File: config.mk
export PLATFORM = sky130hd
export DESIGN_NAME = hazard_ctrl
export DESIGN_NICKNAME = d
export VERILOG_FILES = /design/src/rtl/hazard_ctrl.sv
export SDC_FILE = /design/constraint.sdc
export NUM_CORES = 1
export LEC_CHECK = 0
export CORE_MARGIN = 10
export CORE_UTILIZATION = 47
export DETAILED_ROUTE_END_ITERATION = 7
export PLACE_DENSITY = 0.8
export SYNTH_ARGS = -nofsm -noshare
export SYNTH_HDL_FRONTEND = slang
export SYNTH_SLANG_ARGS = --single-unit
File: constraint.sdc
create_clock -name clk -period 3.5 [get_ports clk]
set_clock_uncertainty 0.2 [all_clocks]
set_input_delay 0.525 -clock clk [delete_from_list [all_inputs] [get_ports clk]]
set_output_delay 0.525 -clock clk [all_outputs]
set_load 0.01 [all_outputs]
File: src/rtl/hazard_ctrl.sv
// Hazard controller for a five-stage RV32IMA core: decides front-end stalls,
// ID/EX bubbles and IF/ID squashes, and counts stall and flush cycles.
module hazard_ctrl #(
  parameter int CNT_WIDTH = 32
) (
  input  logic                 clk,
  input  logic                 reset,
  input  logic [6:0]           opcode_id,
  input  logic [4:0]           rs1_id,
  input  logic [4:0]           rs2_id,
  input  logic [4:0]           rd_ex,
  input  logic                 mem_read_ex,
  input  logic                 reg_write_ex,
  input  logic                 branch_taken_id,
  output logic                 stall,
  output logic                 pc_en,
  output logic                 if_id_en,
  output logic                 id_ex_flush,
  output logic                 if_id_flush,
  output logic [CNT_WIDTH-1:0] stall_cnt,
  output logic [CNT_WIDTH-1:0] flush_cnt
);

  localparam logic [6:0] OP_NOP    = 7'b0000000;
  localparam logic [6:0] OP_LUI    = 7'b0110111;
  localparam logic [6:0] OP_AUIPC  = 7'b0010111;
  localparam logic [6:0] OP_JAL    = 7'b1101111;
  localparam logic [6:0] OP_JALR   = 7'b1100111;
  localparam logic [6:0] OP_RTYPE  = 7'b0110011;
  localparam logic [6:0] OP_STORE  = 7'b0100011;
  localparam logic [6:0] OP_BRANCH = 7'b1100011;
  localparam logic [6:0] OP_AMO    = 7'b0101111;

  typedef enum logic {RUN, HOLD2} state_e;

  state_e               state_q, state_d;
  logic [CNT_WIDTH-1:0] stall_cnt_q, stall_cnt_d;
  logic [CNT_WIDTH-1:0] flush_cnt_q, flush_cnt_d;

  logic uses_rs1, uses_rs2, id_resolves, match;
  logic load_use, alu_br, load_br;

  assign uses_rs1    = !(opcode_id inside {OP_LUI, OP_AUIPC, OP_JAL, OP_NOP});
  assign uses_rs2    = opcode_id inside {OP_RTYPE, OP_STORE, OP_BRANCH, OP_AMO};
  assign id_resolves = opcode_id inside {OP_BRANCH, OP_JALR};

  // x0 is deliberately not exempt: rd_ex==0 matches like any other register.
  assign match = (uses_rs1 && (rs1_id == rd_ex)) || (uses_rs2 && (rs2_id == rd_ex));

  assign load_use = mem_read_ex && match && !id_resolves;
  assign alu_br   = reg_write_ex && !mem_read_ex && match && id_resolves;
  assign load_br  = mem_read_ex && match && id_resolves;

  always_ff @(posedge clk or posedge reset) begin
    if (reset) begin
      state_q     <= RUN;
      stall_cnt_q <= '0;
      flush_cnt_q <= '0;
    end else begin
      state_q     <= state_d;
      stall_cnt_q <= stall_cnt_d;
      flush_cnt_q <= flush_cnt_d;
    end
  end

  always_comb begin
    state_d = RUN;
    case (state_q)
      RUN:     state_d = load_br ? HOLD2 : RUN;
      HOLD2:   state_d = RUN;
      default: state_d = RUN;
    endcase
  end

  // Stall wins over a taken branch: operands are not valid during a stall, so
  // the branch re-resolves once the stall releases.
  always_comb begin
    stall       = 1'b0;
    if_id_flush = 1'b0;
    if (!reset) begin
      case (state_q)
        RUN:     stall = load_use || alu_br || load_br;
        HOLD2:   stall = 1'b1;
        default: stall = 1'b0;
      endcase
      if_id_flush = branch_taken_id && !stall;
    end
    pc_en       = !stall;
    if_id_en    = !stall;
    id_ex_flush = stall;
  end

  assign stall_cnt_d = stall_cnt_q + {{(CNT_WIDTH-1){1'b0}}, stall};
  assign flush_cnt_d = flush_cnt_q + {{(CNT_WIDTH-1){1'b0}}, if_id_flush};

  assign stall_cnt = stall_cnt_q;
  assign flush_cnt = flush_cnt_q;

endmodule

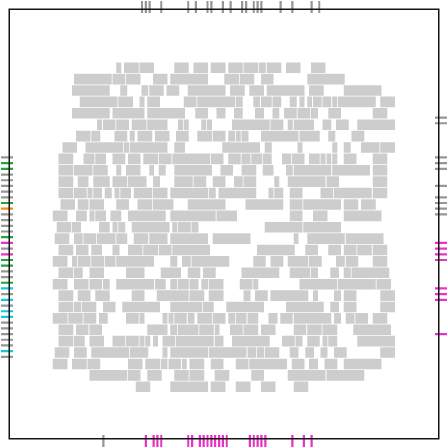
Run 1: pin placement
Pins as bars across the die edge, other pins in gray.
legend:
  orange:
    port: reset
    pins: 1
    direction: input
    edge: west
  green:
    port: opcode_id
    pins: 7
    direction: input
    edge: west
  cyan:
    port: rs1_id
    pins: 5
    direction: input
    edge: west
  magenta:
    port: flush_cnt
    pins: 32
    direction: output
    edge: 22 south, 8 east, 2 west
all pins by edge: 36 west, 23 south, 19 north, 18 east

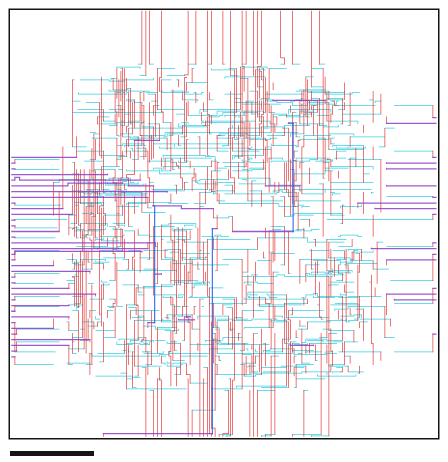
Run 1: routed metal, one color a layer
Scale bar: 20 µm.
legend:
  cyan:
    layer: M1
    wire_length: 3150 µm
  red:
    layer: M2
    wire_length: 3750 µm
  blue:
    layer: M4
    wire_length: 103 µm
  purple:
    layer: M3
    wire_length: 684 µm
Routed WL per cell: 15.8 µm
Total GRT Usage: 15.0%
drt total wl: 7690 µm

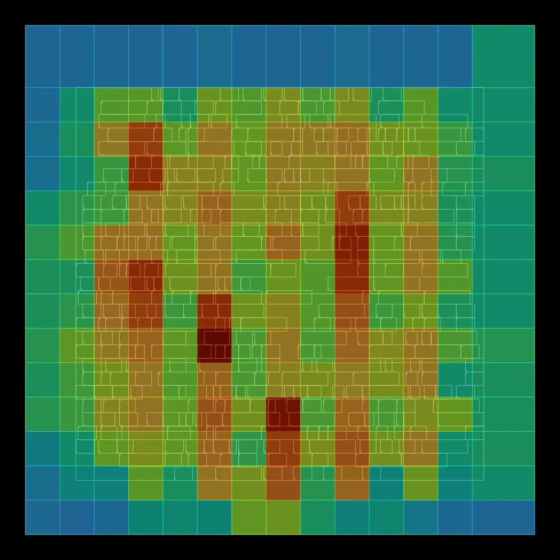
Run 1: track usage over the die
grt met1 use: 16.2%
GRT busiest layer: met2
met3 Usage GRT: 6.34%

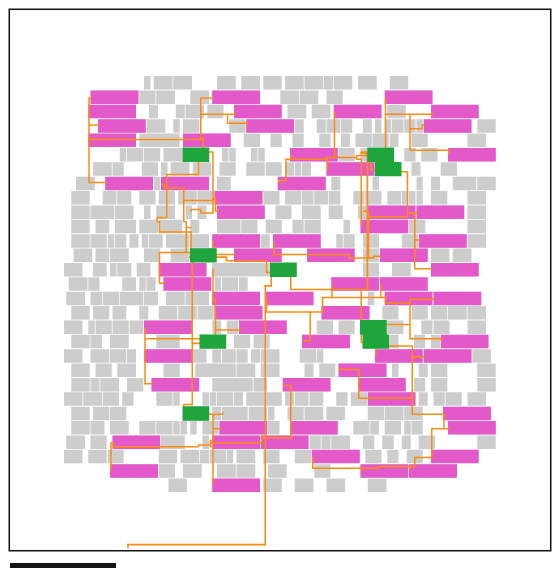
Run 1: clock network drawn from the DEF
Scale bar: 20 µm.
legend:
  green:
    item: clock-net drivers
    count: 9
  orange:
    item: clock wires
    length: 808 µm
  magenta:
    item: flip-flops
    count: 65
routed clock nets: 10

==> results.txt, run 1 <==
vias - 2562
delay-heaviest family, CP - buffers and inverters
crit path time final - 3320 ps
highest routed layer - met4
CTS buffer count - 9
critical path type - input pin to output pin
sequential fraction of design power - 49.4%
DRT Pass-1 Iters - 4
# DRC - 0
worst stage delay on the critical path - 610 ps
fin. max-slew vios - 0
Overflow after GRT - 0
Non-clk invs - 10
WP depth - 7
Final WS setup - 181 ps
DP Worst Slack - -127 ps
FMAX - 301 MHz
Final ANT Viol Nets - 0
Biggest consumer - sequential cells
Max FO, Critical Path - 5
Core Util at FP - 49.1%
Post-Synth AOI/OAI Area - 2.36%
Yosys top cell by instances - dfrtp_1
top cells by count, synth - dfrtp_1, xnor2_1, xor2_1, nand3_1, nand2_1
Fin Hold WS - 268 ps
dominant logic cell types in the final layout - clkdlybuf4s50_1, dfrtp_1, xnor2_1, xor2_1, nand3_1
met2 Track Usage GR - 25.4%
# fillers - 501
Hold Crit Start - flush_cnt[31]$_DFF_PP0_
Mapped Nets - 314
CP endpoint - if_id_en
first-pass GRT wire length - 12600 µm
Gate Area - 1490 µm²
internal power - 1.28 mW
WP buf/inv - 4
Crit path required time - 2770 ps
wl on met1 - 3150 µm
YS chip area - 3170 µm²
Post-CTS Setup Inserts - 0
IO Port Bufs - 95
I/O pin count - 96
number of global-route vias before repair - 2650
Min-Delay Endpoint - flush_cnt[31]$_DFF_PP0_
CTS HTree Levels - 3
FF-to-FF Start - state_q$_DFF_PP0_
CP Launch Point - opcode_id[3]
dominant kind of cell - flip-flops and latches
Dominant cell area share - 51.2%
P_sw - 422 µW
clock tree buffer depth - 2
FF+latch count - 65
outcome - finished, final reports clean
Layout area overhead - 43.0%
RR Endpoint - stall_cnt[24]$_DFF_PP0_
slowest stage cell, crit path - clkdlybuf4s50_1
clk cell area share - 4.16%
XOR/XNOR Fraction of Synth Area - 19.3%
comb area leader - simple AND/OR/NAND/NOR gates
and+or+nand+nor area frac - 23.3%
Hold Crit Depth - 1
VDD IR max - 242 µV
power per cell area - 375 nW/µm²
Repair and plain buffers - 114
startpoint types - input pin
Ys Warns - 0
Final Non-Filler Cells - 485
flop share of the area - 35.8%
placed cell areas - 4330 µm²
Fin Setup TNS - 0 ps
period utilization - 94.8%
WP data arrival - 2590 ps
Met2 Routed Length - 3750 µm
final core occ - 70.3%
tapcell count - 77
Yosys reg bits - 65
area leader, netlist - dfrtp_1
Log Warnings - 26
die area - 10400 µm²
yosys cell count - 283
ys async rst share - 100%
DP Wirelength - 5970 µm
adder-cell share of the synthesized area - 1.58%
count of library flops with an enable pin - 0
Worst R2R Setup Slack - 940 ps
CTS tree - yes
CTS resizes - 0
Run 1, close-up of the layout:
Scale bar: 10 µm. Window x 6 to 46, y 6 to 46 µm. Cells in gray, sequential cells in the stronger gray; small squares are vias.
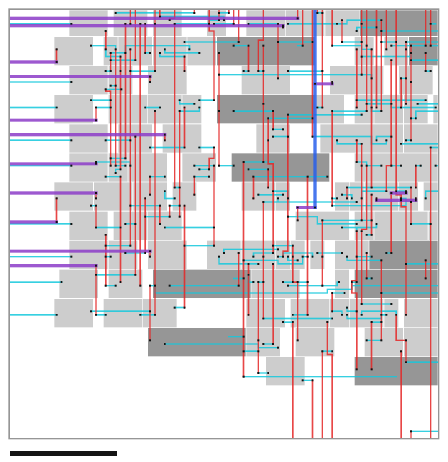

==> run 2: changes to the inputs <==
Settings changed: CELL_PAD_IN_SITES_DETAIL_PLACEMENT set to 1, CELL_PAD_IN_SITES_GLOBAL_PLACEMENT set to 2, CORE_UTILIZATION 47 to 29, CTS_CLUSTER_SIZE set to 25, PLACE_DENSITY 0.8 to unset, PLACE_DENSITY_LB_ADDON set to 0.1.
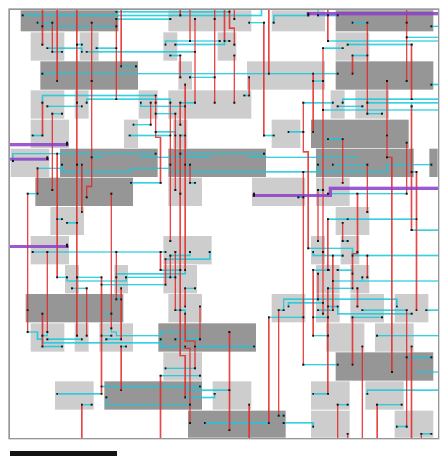
Run 2: close-up of the layout
Scale bar: 10 µm. Window x 11 to 51, y 11 to 51 µm. Cells in gray, sequential cells in the stronger gray; small squares are vias.
legend:
  cyan:
    layer: M1
  purple:
    layer: M3
  red:
    layer: M2
netlist names of flops here include: flush_cnt (14)
cells with their middle in the window: 65
sequential cells in the window: 14
most frequent: dfrtp_1 (14), clkdlybuf4s50_1 (12), xnor2_1 (8)

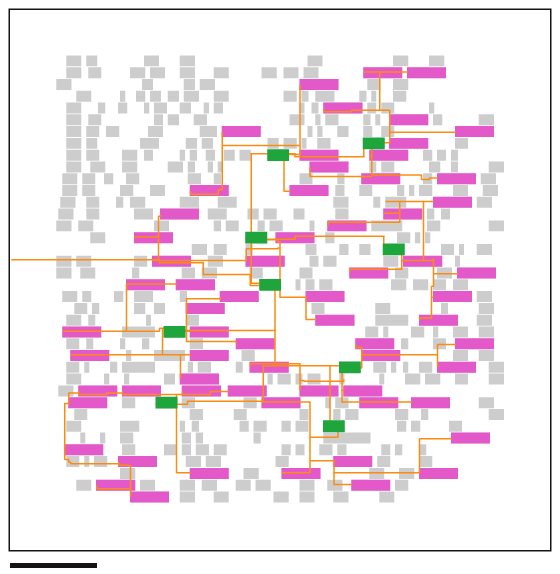
Run 2: clock network drawn from the DEF
Scale bar: 20 µm.
Clk. pwr: 633 µW
worst-skew pair later-pin latency: 350 ps

==> run 2 against run 1 <==
Effect of this change:
- routed wire length rose by 13%
- clock power is 3% higher
- critical path depth did not move
- fmax hardly changed
- flip-flop count stayed put
- final cell count grew 13%
- global-route usage down 3.7 points
- sequential power increased by 0.5%
- critical path type unchanged
- critical endpoint is now pc_en
- highest routed layer unchanged
==> results.txt, run 2 <==
WP data arrival - 2600 ps
dominant logic cell types in the final layout - clkdlybuf4s50_1, dfrtp_1, xnor2_1, xor2_1, nand3_1
Hold Crit Start - flush_cnt[31]$_DFF_PP0_
Worst R2R Setup Slack - 1090 ps
startpoint types - input pin
Max FO, Critical Path - 5
Crit path required time - 2770 ps
comb area leader - simple AND/OR/NAND/NOR gates
count of library flops with an enable pin - 0
power per cell area - 371 nW/µm²
outcome - finished, final reports clean
yosys cell count - 283
top cells by count, synth - dfrtp_1, xnor2_1, xor2_1, nand3_1, nand2_1
Final ANT Viol Nets - 0
CTS buffer count - 9
critical path type - input pin to output pin
grt met1 use - 13.7%
Hold Crit Depth - 1
I/O pin count - 96
Min-Delay Endpoint - flush_cnt[31]$_DFF_PP0_
first-pass GRT wire length - 14500 µm
IO Port Bufs - 95
YS chip area - 3170 µm²
FF-to-FF Start - state_q$_DFF_PP0_
CP Launch Point - opcode_id[3]
RR Endpoint - flush_cnt[21]$_DFF_PP0_
CTS HTree Levels - 3
slowest stage cell, crit path - clkdlybuf4s50_1
Fin Hold WS - 269 ps
met3 Usage GRT - 6.94%
worst stage delay on the critical path - 600 ps
fin. max-slew vios - 0
DP Worst Slack - -81.7 ps
flop share of the area - 35.1%
wl on met1 - 3870 µm
clk cell area share - 3.97%
crit path time final - 3320 ps
Total GRT Usage - 11.3%
Routed WL per cell - 15.8 µm
Yosys top cell by instances - dfrtp_1
Final Non-Filler Cells - 546
Post-CTS Setup Inserts - 0
adder-cell share of the synthesized area - 1.58%
delay-heaviest family, CP - buffers and inverters
placed cell areas - 4440 µm²
tapcell count - 140
CTS resizes - 0
FF+latch count - 65
die area - 15500 µm²
Repair and plain buffers - 114
period utilization - 94.9%
CP endpoint - pc_en
and+or+nand+nor area frac - 23.3%
Biggest consumer - sequential cells
DP Wirelength - 6620 µm
Log Warnings - 26
Core Util at FP - 29.4%
area leader, netlist - dfrtp_1
Mapped Nets - 314
final core occ - 42.9%
# fillers - 1214
Fin Setup TNS - 0 ps
Ys Warns - 0
clock tree buffer depth - 2
GRT busiest layer - met2
Dominant cell area share - 51.2%
met2 Track Usage GR - 16.7%
number of global-route vias before repair - 2798
DRT Pass-1 Iters - 3
sequential fraction of design power - 49.2%
Power and IR drop assume default switching activity.
